File: config.mk
export PLATFORM = sky130hd
export DESIGN_NAME = rst_seq_mgr_flat
export DESIGN_NICKNAME = d
export VERILOG_FILES = /design/src/rtl/rst_seq_mgr_if.sv /design/src/rtl/rst_seq_mgr.sv /design/src/flat_wrapper.sv
export SDC_FILE = /design/constraint.sdc
export NUM_CORES = 1
export LEC_CHECK = 0
export CAP_MARGIN = 5
export CORE_AREA = 2 2 81 63
export CTS_CLUSTER_SIZE = 8
export DETAILED_ROUTE_END_ITERATION = 10
export DIE_AREA = 0 0 83 65
export GPL_TIMING_DRIVEN = 0
export PLACE_DENSITY = 0.84
export REMOVE_ABC_BUFFERS = 1
export SLEW_MARGIN = 25
export SYNTH_ARGS = -nofsm -noshare
export SYNTH_HDL_FRONTEND = slang
export SYNTH_SLANG_ARGS = --single-unit
File: constraint.sdc
create_clock -name clk -period 2.9 [get_ports clk]
set_input_delay 0.29 -clock clk [delete_from_list [all_inputs] [get_ports clk]]
set_output_delay 0.29 -clock clk [all_outputs]
set_load 0.005 [all_outputs]
File: src/rtl/rst_seq_mgr_if.sv
`default_nettype none
// ============================================================================
// Module   : rst_seq_mgr_if
// Brief    : Control and status bundle of the system reset manager:
//            reset requests and watchdog control in, reset outputs out.
// Revision : 1.0 - initial release
// ============================================================================
interface rst_seq_mgr_if #(
  parameter int N_OUT = 3,
  parameter int CNT_W = 16
);
  logic             sw_rst_req;
  logic             wdt_en;
  logic             wdt_kick;
  logic [N_OUT-1:0] rst_out;
  logic             ready;
  logic [1:0]       cause;
  logic [CNT_W-1:0] wdt_cnt;

  // Reset manager side
  modport master (
    input  sw_rst_req, wdt_en, wdt_kick,
    output rst_out, ready, cause, wdt_cnt
  );

  // System side (requesters and reset consumers)
  modport slave (
    output sw_rst_req, wdt_en, wdt_kick,
    input  rst_out, ready, cause, wdt_cnt
  );
endinterface
`default_nettype wire

File: src/rtl/rst_seq_mgr.sv
`default_nettype none
// ============================================================================
// Module   : rst_seq_mgr
// Brief    : System reset manager. Synchronises the board reset, stretches
//            it, then releases N_OUT reset channels in a staggered sequence.
//            Re-runs the sequence on a software request or watchdog timeout.
// Revision : 1.0 - initial release
// ============================================================================
module rst_seq_mgr #(
  parameter int N_OUT       = 3,
  parameter int CNT_W       = 16,
  parameter int STRETCH     = 16,
  parameter int STAGGER     = 4,
  parameter int SYNC_STAGES = 2,
  parameter int WDT_TIMEOUT = 1000
) (
  input  logic          clk,
  input  logic          rst_n,
  rst_seq_mgr_if.master bus
);

  typedef enum logic [1:0] {
    SYNC    = 2'd0,
    HOLD    = 2'd1,
    RELEASE = 2'd2,
    RUN     = 2'd3
  } state_t;

  localparam logic [1:0] CAUSE_POR = 2'd0;
  localparam logic [1:0] CAUSE_SW  = 2'd1;
  localparam logic [1:0] CAUSE_WDT = 2'd2;

  // The SYNC->HOLD state transition acts as the final synchroniser stage,
  // so only SYNC_STAGES-1 dedicated flops are needed. This makes HOLD entry
  // land exactly SYNC_STAGES edges after rst_n deasserts.
  localparam int                    SYNC_FLOPS   = SYNC_STAGES - 1;
  localparam logic [SYNC_FLOPS-1:0] SYNC_ONE     = SYNC_FLOPS'(1);
  localparam logic [CNT_W-1:0]      STRETCH_LAST = CNT_W'(STRETCH - 1);
  localparam logic [CNT_W-1:0]      WDT_LAST     = CNT_W'(WDT_TIMEOUT - 1);

  state_t           state, state_nxt;
  logic [SYNC_FLOPS-1:0] sync_q;
  logic             sync_done;
  logic [CNT_W-1:0] cnt, cnt_nxt;
  logic [N_OUT-1:0] rst_q, rst_nxt;
  logic             ready_q, ready_nxt;
  logic [1:0]       cause_q, cause_nxt;
  logic [CNT_W-1:0] wdt_q, wdt_nxt;
  logic             wdt_fire;
  int               elapsed;
  logic [N_OUT-1:0] rel_due;

  assign sync_done = sync_q[SYNC_FLOPS-1];

  // Reset deassertion synchroniser: shifts ones in after rst_n rises
  always_ff @(posedge clk or negedge rst_n) begin
    if (!rst_n) sync_q <= '0;
    else        sync_q <= (sync_q << 1) | SYNC_ONE;
  end

  // Channels due for release: channel k is due k*STAGGER edges after channel 0
  always_comb begin
    elapsed = (state == RELEASE) ? (int'(cnt) + 1) : 0;
    rel_due = '0;
    for (int k = 0; k < N_OUT; k++) begin
      rel_due[k] = (elapsed >= k * STAGGER);
    end
  end

  // Watchdog expiry: counter at its last value, enabled, and not kicked
  assign wdt_fire = (state == RUN) && bus.wdt_en && !bus.wdt_kick && (wdt_q == WDT_LAST);

  // Next-state and next-output logic for the reset sequence and watchdog
  always_comb begin
    state_nxt = state;
    cnt_nxt   = cnt;
    rst_nxt   = rst_q;
    ready_nxt = ready_q;
    cause_nxt = cause_q;
    wdt_nxt   = '0;
    case (state)
      SYNC: begin
        cnt_nxt = '0;
        if (sync_done) state_nxt = HOLD;
      end
      HOLD: begin
        if (cnt == STRETCH_LAST) begin
          state_nxt = RELEASE;
          cnt_nxt   = '0;
          rst_nxt   = rst_q & ~rel_due;
        end else begin
          cnt_nxt = cnt + 1'b1;
        end
      end
      RELEASE: begin
        if (rst_q == '0) begin
          state_nxt = RUN;
          ready_nxt = 1'b1;
          cnt_nxt   = '0;
        end else begin
          cnt_nxt = cnt + 1'b1;
          rst_nxt = rst_q & ~rel_due;
        end
      end
      RUN: begin
        if (bus.sw_rst_req || wdt_fire) begin
          state_nxt = HOLD;
          cnt_nxt   = '0;
          rst_nxt   = '1;
          ready_nxt = 1'b0;
          cause_nxt = bus.sw_rst_req ? CAUSE_SW : CAUSE_WDT;
        end else if (bus.wdt_en && !bus.wdt_kick) begin
          wdt_nxt = wdt_q + 1'b1;
        end
      end
      default: state_nxt = SYNC;
    endcase
  end

  // State, counters and registered outputs
  always_ff @(posedge clk or negedge rst_n) begin
    if (!rst_n) begin
      state   <= SYNC;
      cnt     <= '0;
      rst_q   <= '1;
      ready_q <= 1'b0;
      cause_q <= CAUSE_POR;
      wdt_q   <= '0;
    end else begin
      state   <= state_nxt;
      cnt     <= cnt_nxt;
      rst_q   <= rst_nxt;
      ready_q <= ready_nxt;
      cause_q <= cause_nxt;
      wdt_q   <= wdt_nxt;
    end
  end

  assign bus.rst_out = rst_q;
  assign bus.ready   = ready_q;
  assign bus.cause   = cause_q;
  assign bus.wdt_cnt = wdt_q;

endmodule
`default_nettype wire

File: src/flat_wrapper.sv
// flat-port wrapper written by rule: the top's interface ports become plain ports
module rst_seq_mgr_flat 
#(
  parameter int N_OUT       = 3,
  parameter int CNT_W       = 16,
  parameter int STRETCH     = 16,
  parameter int STAGGER     = 4,
  parameter int SYNC_STAGES = 2,
  parameter int WDT_TIMEOUT = 1000
)
  (clk, rst_n, bus_sw_rst_req, bus_wdt_en, bus_wdt_kick, bus_rst_out, bus_ready, bus_cause, bus_wdt_cnt);
  rst_seq_mgr_if #(.N_OUT(N_OUT), .CNT_W(CNT_W)) bus_i ();
  input  logic clk;
  input  logic rst_n;
  input wire logic [$bits(bus_i.sw_rst_req)-1:0] bus_sw_rst_req;
  input wire logic [$bits(bus_i.wdt_en)-1:0] bus_wdt_en;
  input wire logic [$bits(bus_i.wdt_kick)-1:0] bus_wdt_kick;
  output wire logic [$bits(bus_i.rst_out)-1:0] bus_rst_out;
  output wire logic [$bits(bus_i.ready)-1:0] bus_ready;
  output wire logic [$bits(bus_i.cause)-1:0] bus_cause;
  output wire logic [$bits(bus_i.wdt_cnt)-1:0] bus_wdt_cnt;
  assign bus_i.sw_rst_req = bus_sw_rst_req;
  assign bus_i.wdt_en = bus_wdt_en;
  assign bus_i.wdt_kick = bus_wdt_kick;
  assign bus_rst_out = bus_i.rst_out;
  assign bus_ready = bus_i.ready;
  assign bus_cause = bus_i.cause;
  assign bus_wdt_cnt = bus_i.wdt_cnt;
  rst_seq_mgr #(.N_OUT(N_OUT), .CNT_W(CNT_W), .STRETCH(STRETCH), .STAGGER(STAGGER), .SYNC_STAGES(SYNC_STAGES), .WDT_TIMEOUT(WDT_TIMEOUT)) u_core (.clk(clk), .rst_n(rst_n), .bus(bus_i));
endmodule
==> summary.txt <==
Synth area leaders - dfrtp_1, nor2_1, ha_1
Syn Area/Cell - 8.88 µm²
Origin of the critical flop-to-flop path - u_core.cnt[0]
Post-Syn Area - 2450 µm²
Sink Count - 41
Die area - 5400 µm²
First-pass GRT wire length - 9300 µm
Initial antenna violation count - 0
Fill cells - 402
Run status - finished, final reports clean
Tool Warnings - 30
Hold slack - 0.436 ns
Number of I/O pins - 27
CTS max path bufs - 2
Cells after Synth - 276
Post-route ant nets - 0
CP Launch Type - register
Critical Path End Type - register
Crit share post-route - 88.4%
Crit Path Category - register to register
Pin count of the biggest net entering global routing - 27
Final Max Slew Viols - 0
Root buffer cell - clkbuf_8
Synthesized flop and latch total - 41
WP data arrival - 2.78 ns
Grt total ovfl - 0
Latest clock arrival within the worst-skew pair - 0.31 ns
Vias post-DR - 2090
Placed Cells - 348
FP Util - 52.0%
P per Cell Area - 345 nW/µm²
Vias in the first global route - 1913
Worst-Margin Slew - 0.926 ns
Flip-flops with a built-in enable - 0
Area share, top type - 38.8%
Fin nets - 309
Fin cells - 356
Max-slew headroom - 38.1%
Worst setup slack after layout - 0.336 ns
R2r worst-path depth - 7
Top cell type by total area after synthesis - dfrtp_1
Ant diodes - 0
H-tree levels - 2
Yosys stat chip area - 2450 µm²
Warnings, synthesis - 0
Chip height - 65 µm
WL final - 5390 µm
Skew final - 0.00919 ns
Post-CTS setup buffer count - 0
Share of cells above drive strength 1 - 7.43%
Total track usage - 21.8%
Worst Setup SP - u_core.cnt[0]
Synthesis-to-layout area growth - 16.2%
CTS clock-pin slew for the worst setup and hold paths - 0.08 ns
Final hold violation count - 0
Crit path max fanout - 11
Iter 0 DRT Violations - 182
Final HPWL DP - 3890 µm
Peak VDD IR - 0.000230 V
Crit path to - u_core.cnt[12]
Unrepaired setup endpoints after global routing - false
IO Port Bufs - 26
Most frequent logic cell in the layout - dfrtp_1
Routability cong. - 0.835
R2r endpoint - u_core.cnt[12]
Drt first pass iters - 4
Main synth FF type - dfrtp_1
Critical path required time - 3.12 ns
Most instantiated logic cells after routing - dfrtp_1, nor2_1, clkdlybuf4s50_1, nand2_1, nand3_1
Register share after synthesis - 42.0%
CTS Buf Count - 5
Setup violations, final - 0
Max Cap Viol - 0
Die width - 83 µm
Via/cell ratio - 5.87
Min Tclk post-route - 2.56 ns
Ys async rst share - 100%
Leakage power - 1.14 nW
Core area - 4710 µm²
Yosys cell count - 276
Max Freq - 390 MHz
Cell Rows - 22
DRC - 0
Distinct lib cells used - 52
Worst Hold Class - input port to asynchronous set/reset pin
==> area by class of cell <==
class / count / area [µm²] / share of cell area (%)
multi-input combinational: 210 / 1320 / 46.4
sequential: 41 / 1030 / 36.2
timing repair buffer: 29 / 297 / 10.4
clock buffer: 6 / 82.6 / 2.90
tap: 60 / 75.1 / 2.64
inverter: 9 / 33.8 / 1.19
clock inverter: 1 / 7.51 / 0.264
==> how the worst min path moves through the flow <==
stage | start | end | slack, ns
after floorplan | rst_n | u_core.bus.cause[0] | -0.006
after global placement | u_core.bus.cause[1] | u_core.bus.cause[1] | 0.46
after detailed placement | rst_n | u_core.bus.wdt_cnt[4] | 0.24
after CTS | rst_n | u_core.cnt[15] | 0.45
after global routing | rst_n | u_core.bus.wdt_cnt[4] | 0.45
final | rst_n | u_core.bus.wdt_cnt[2] | 0.44
==> kinds of logic after synthesis <==
group | after synthesis | share of synthesized area [%]
fa+ha+maj | 8 | 4.09
other cells | 1 | 0.153
simple gates | 124 | 26.1
flops | 41 | 42.0
buf+inv | 25 | 4.14
mux | 2 | 0.868
xor+xnor | 21 | 7.51
compound gates | 54 | 15.1
==> per-stage QoR <==
stage	util, %	TNS [ns]	instance area (µm²)	power, mW
after floorplan	-	0	2380	0.585
after global placement	57.7	-3.03	2720	0.602
after detailed placement	58.4	0	2750	0.605
after CTS	60.5	0	2850	0.993
after global routing	60.5	0	2850	1.03
final	60.5	0	2850	0.981
==> metal layers <==
layer	part of all wire, %	vias to the layer above	global-route usage, %
met5	0	-	0
met4	1.3	0	6.76
met3	7.5	6	6.24
met2	44	60	32.6
met1	47	1017	30.8
li1	-	1007	-
==> critical path, stage by stage, from the launching register on <==
cell and delay, ns:
dfrtp_1 0.44, ha_1 0.35, nand3_1 0.18, nand3b_1 0.17, o21ai_1 0.13, a21boi_1 0.73
nand2b_1 0.21, o31ai_1 0.27
==> cells in the mapped netlist (8+ instances only) <==
cell      number
inv_1          9
nand2_1       20
xnor2_1       11
nor3_1         8
nor2_1        36
clkbuf_1      10
nand3_1       17
a21oi_1       13
xor2_1        10
nand4_1       10
dfrtp_1       38
a22o_1         9
ha_1           8
==> power breakdown <==
group / switching (mW) / internal (mW)
Clock: 0.199 / 0.188
Combinational: 0.0134 / 0.00841
Sequential: 0.000186 / 0.572
Total: 0.213 / 0.769
==> flip-flops by register name, indices dropped and copies added (netlist names) <==
signal	flops
u_core.bus.cause	2
u_core.bus.ready	1
u_core.bus.rst_out	3
u_core.bus.wdt_cnt	16
u_core.cnt	16
u_core.state	2
u_core.sync_done	1
==> repair_timing <==
item | in CTS | in global routing
gates resized | 0 | 0
hold endpoints to repair | 12 | 0
hold buffers | 1 | 0
Fig. 1: placement density heat map
Drawn at 4 px/µm. The die is cut into 8 by 6 equal tiles; dark blue is low, red is high, 0 to 100% covered.
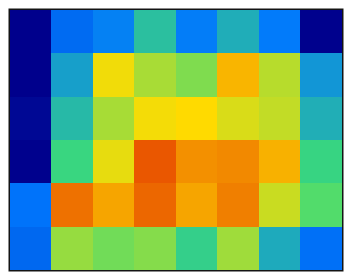
- fullest tile: 90%
- emptiest ninth of the die: top left
- densest ninth of the die: middle
- tiles over 75% full: 23%
- nearly empty tiles: 10%
- mean over tiles: 51%

Fig. 2: track usage over the die
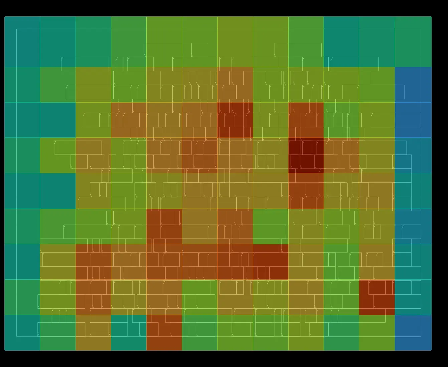
WL/cell: 15.1 µm
routing usage on met1: 30.8%

Fig. 3: wires at chosen ports, followed through buffers
Drawn at 3 px/µm.
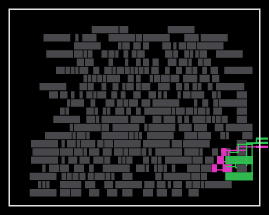
- magenta: bus_sw_rst_req (bits 1; direction input; edge right; end cells 4; wire 33.8 µm)
- green: bus_cause (bits 2; direction output; edge right; end cells 2; wire 48.1 µm)

Power and IR drop assume default switching activity.
